==> config.mk <==
export PLATFORM = sky130hd
export DESIGN_NAME = bit_ring_writer
export DESIGN_NICKNAME = d
export VERILOG_FILES = /design/src/rtl/bit_ring_writer.sv
export SDC_FILE = /design/constraint.sdc
export NUM_CORES = 1
export LEC_CHECK = 0
export CAP_MARGIN = 20
export CORE_MARGIN = 2
export CORE_UTILIZATION = 50
export CTS_BUF_LIST = sky130_fd_sc_hd__clkbuf_8
export DETAILED_ROUTE_END_ITERATION = 8
export HOLD_SLACK_MARGIN = 0.05
export PLACE_DENSITY = 0.79
export SYNTH_ARGS = -nofsm -noshare
export SYNTH_HDL_FRONTEND = slang
export SYNTH_SLANG_ARGS = --single-unit
==> constraint.sdc <==
create_clock -name CLKA -period 2.3 [get_ports CLKA]
set_clock_uncertainty 0.15 [all_clocks]
set_input_delay 0.345 -clock CLKA [delete_from_list [all_inputs] [get_ports CLKA]]
set_output_delay 0.345 -clock CLKA [all_outputs]
set_load 0.02 [all_outputs]
==> images/final_congestion.png <==
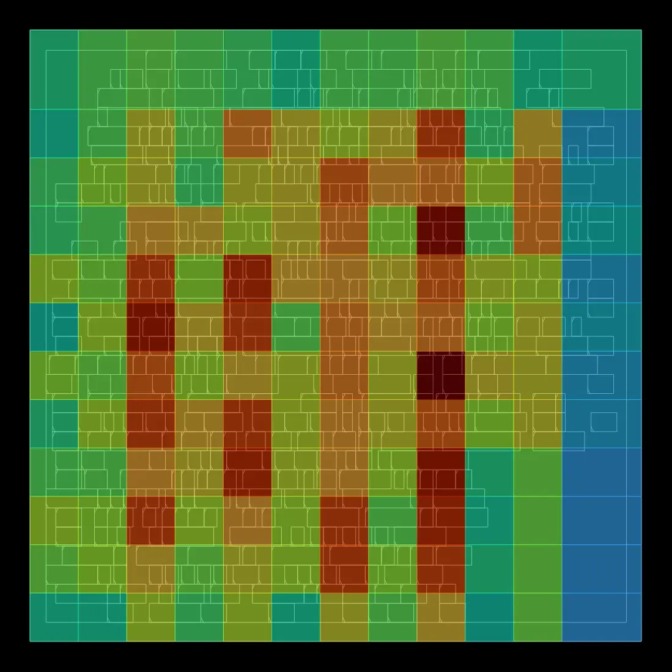
Global Route met1 Usage: 29.7%
GR Layer Usage met3: 3.89%

==> images/gate_families.png <==
The bar under the picture is 20 um long.
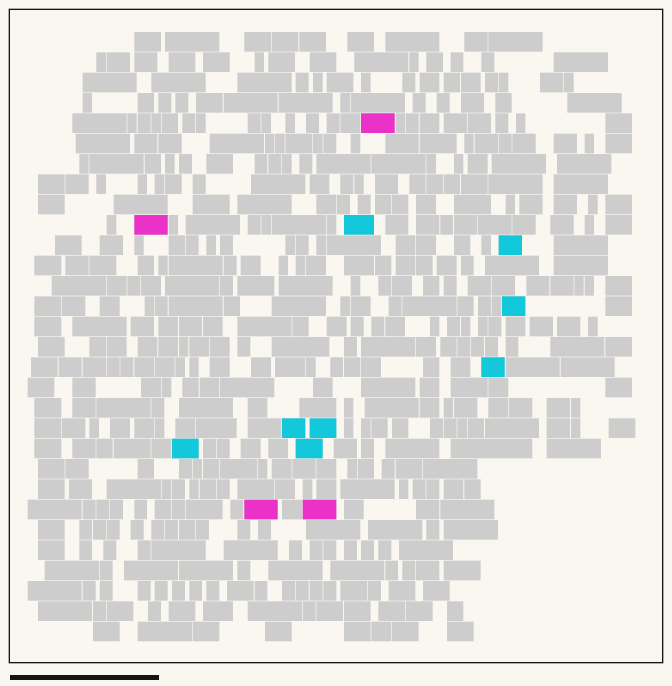
Key: magenta = adder and majority cells [cells 4]; cyan = AND-OR and OR-AND gates [cells 8]
Top cell excl fill/tap: dfxtp_1
logic share of the area: 41.0%
fin cells: 572

==> out/results.tsv <==
metric	value	unit
final_cell_mix	72 x dfxtp_1, 55 x clkdlybuf4s50_1, 47 x a21oi_1, 40 x nor2_1, 36 x buf_4	
first_global_vias	2952	
ys_types	53	
post-cts-setup-buffers	0	
fp.coreArea	0.00676	mm^2
synth_async_sr_flop_share	0	%
total_power	0.00247	W
crit_arrival	1.75	ns
fin_crit_sh	97.7	%
min_path_type	in2reg	
tool_warnings	26	
hold_violations	0	
drive_gt1_share	13.4	%
clock_path_buffers	2	
final-comb-area	0.00183	mm^2
die_h	87.2	um
syn_to_final_growth	28.8	%
synthCells	415	
clk_pin_slew_worst_paths	0.08	ns
wl	8.20	mm
yosysSeqAreaShare	42.2	%
post-dp-hpwl	5.81	mm
grt_pass1_wl	13.6	mm
leakage	1.48	nW
clkPwrFrac	41.7	%
p_sw_share	23.9	%
rows	30	
numCtsBuffers	9	
reg2reg_depth	6	
ys_cells	415	
grt_max_degree	53	
ys_sh_adder	1.45	%
clock-root-buffer	clkbuf_8	
critical_path_class	in2out	
numPortBuffers	57	
seq_area	0.00146	mm^2
rsz0062_at_grt	no	
avgRoutedWirePerCell	14.3	um
crit_fanout	2	
nNetsFinal	506	
num_antenna_cells	0	
placed_area	0.00425	mm^2
cts.sinks	73	
drc	0	
numSynthFlops	73	
max_freq	0.445	GHz
synth.area.mux_share	0.939	%
design_area	0.00446	mm^2
fp-utilization	51.3	%
crit_path_start_kind	input pin	
net-switching-power	0.000589	W
ios	58	
drv_cap	0	
hold_depth	2	
detail-route-antenna-nets	0	
antenna_found_initial	0	
required	1.80	ns
fillers	605	
status	finished clean	
pwr-share-comb	6.1	%
dieArea	0.00761	mm^2
ff_type	dfxtp_1	
power_density	553	mW/mm^2
simple_gate_area_share	22.4	%
finalCriticalPeriod	2.25	ns
relSlewSlack	63.5	%
ys_area	0.00346	mm^2
dp_cells	556	
internal_power	0.00188	W
endpoint_kind	primary output	
drt-pass1-iter-count	4	
clk_latency	0.35	ns
peakVddDrop	0.301	mV
gp_congestion	0.872	
timing.final.setup_violations	0	
die_w	87.2	um
synthesis.nets	434	
grt_usage	22.4	%
drv_slew	0	
via_per_inst	5.83	
ys_warn_count	0	
cts_tree	built	
drt_iter0_markers	209	
htree_levels	3	
grt-ovfl-total	0	
xor_share	6.83	%
synth.cell_area	0.00346	mm^2
timing.setup.tns	0	ns
seq_power_share	52.2	%
ys_sh_aoi	21.3	%
num_vias	3332	
synth.logic.top_family	simple AND/OR/NAND/NOR gates	
reg2reg_slack	0.12	ns
synth_area_per_cell	8.35	um^2
synth-edff-count	0	
worst_slew_pin_slew	0.546	ns
[power by group through the flow]
stage	logic, W	clock network (W)	registers, W
detailed placement	0.000150	0	0.00132
floorplan	0.0000779	0	0.00132
finish	0.000150	0.00103	0.00129
global placement	0.000148	0	0.00132
global route	0.000162	0.00111	0.00129
CTS	0.000150	0.00105	0.00129
[area by class of cell]
type / count / area share (%)
Tap cell: 80 / 2.24
Sequential cell: 73 / 32.8
Clock buffer: 10 / 3.09
Timing Repair Buffer: 93 / 18.8
Multi-Input combinational cell: 303 / 41.0
Inverter: 7 / 0.589
Clock inverter: 6 / 1.49
[kinds of logic (layout without fill, tap and decap cells)]
kind of cell | after synthesis | after routing
simple gates | 152 | 152
compound gates | 117 | 117
flops | 73 | 73
buf+inv | 39 | 116
xor+xnor | 27 | 27
fa+ha+maj | 4 | 4
mux | 3 | 3
[synth_stat cells (2+ instances only)]
| master | count | share of area (%) |
|---|---|---|
| dfxtp_1 | 73 | 42 |
| a21oi_1 | 47 | 6.8 |
| nor2_1 | 40 | 4.3 |
| nand2_1 | 30 | 3.3 |
| o21ai_0 | 24 | 3.5 |
| nand3_1 | 22 | 3.2 |
| clkbuf_1 | 18 | 2.0 |
| xnor2_1 | 18 | 4.6 |
| nor3_1 | 14 | 2.0 |
| nand4_1 | 11 | 2.0 |
| buf_2 | 10 | 1.4 |
| a311oi_1 | 9 | 2.3 |
| xor2_1 | 9 | 2.3 |
| inv_1 | 7 | 0.76 |
| a31oi_1 | 6 | 1.1 |
| or3_1 | 6 | 1.1 |
| or4_1 | 6 | 1.3 |
| and3_1 | 5 | 0.90 |
| o31ai_1 | 5 | 1.1 |
| and4_1 | 4 | 1.0 |
| ha_1 | 4 | 1.4 |
| a22oi_1 | 3 | 0.65 |
| a31o_2 | 3 | 0.76 |
| a41oi_1 | 3 | 0.76 |
| nor4_1 | 3 | 0.54 |
| o211ai_1 | 3 | 0.65 |
| a211oi_1 | 2 | 0.43 |
| and2_1 | 2 | 0.36 |
| mux2_2 | 2 | 0.65 |
| nor2b_1 | 2 | 0.36 |
| o22ai_1 | 2 | 0.36 |
[layer usage]
layer	track usage (%)	vias to the layer above	share of wire, %	wire (um)
met1	29.7	1562	47	3820
met3	3.89	14	4.1	337
met5	0	-	0	0
met2	35.6	96	48	3900
li1	-	1660	-	-
met4	10.2	0	1.7	142
[metrics by stage]
step / hold WS [ns] / util (%) / worst slack, ns
CTS: 0.140 / 66.0 / 0.0352
global placement: 0.298 / 63.0 / -0.223
floorplan: 0.308 / - / 0.0995
finish: 0.148 / 66.0 / 0.0532
global route: 0.145 / 66.0 / 0.00252
detailed placement: 0.302 / 63.0 / -0.252
[critical path, cell delays in order]
cell,delay (ns)
clkdlybuf4s50_1,0.47
xnor2_1,0.12
nand4_1,0.16
o311a_1,0.40
clkdlybuf4s15_2,0.26
[what timing repair did]
action | 4_1_cts | 5_1_grt
gates resized | 4 | 0
hold buffers | 0 | 0
pin swaps | 0 | 1
endpoints found under the setup margin | 1 | 1
No activity file was given, so power comes from the tool's default toggle rates.
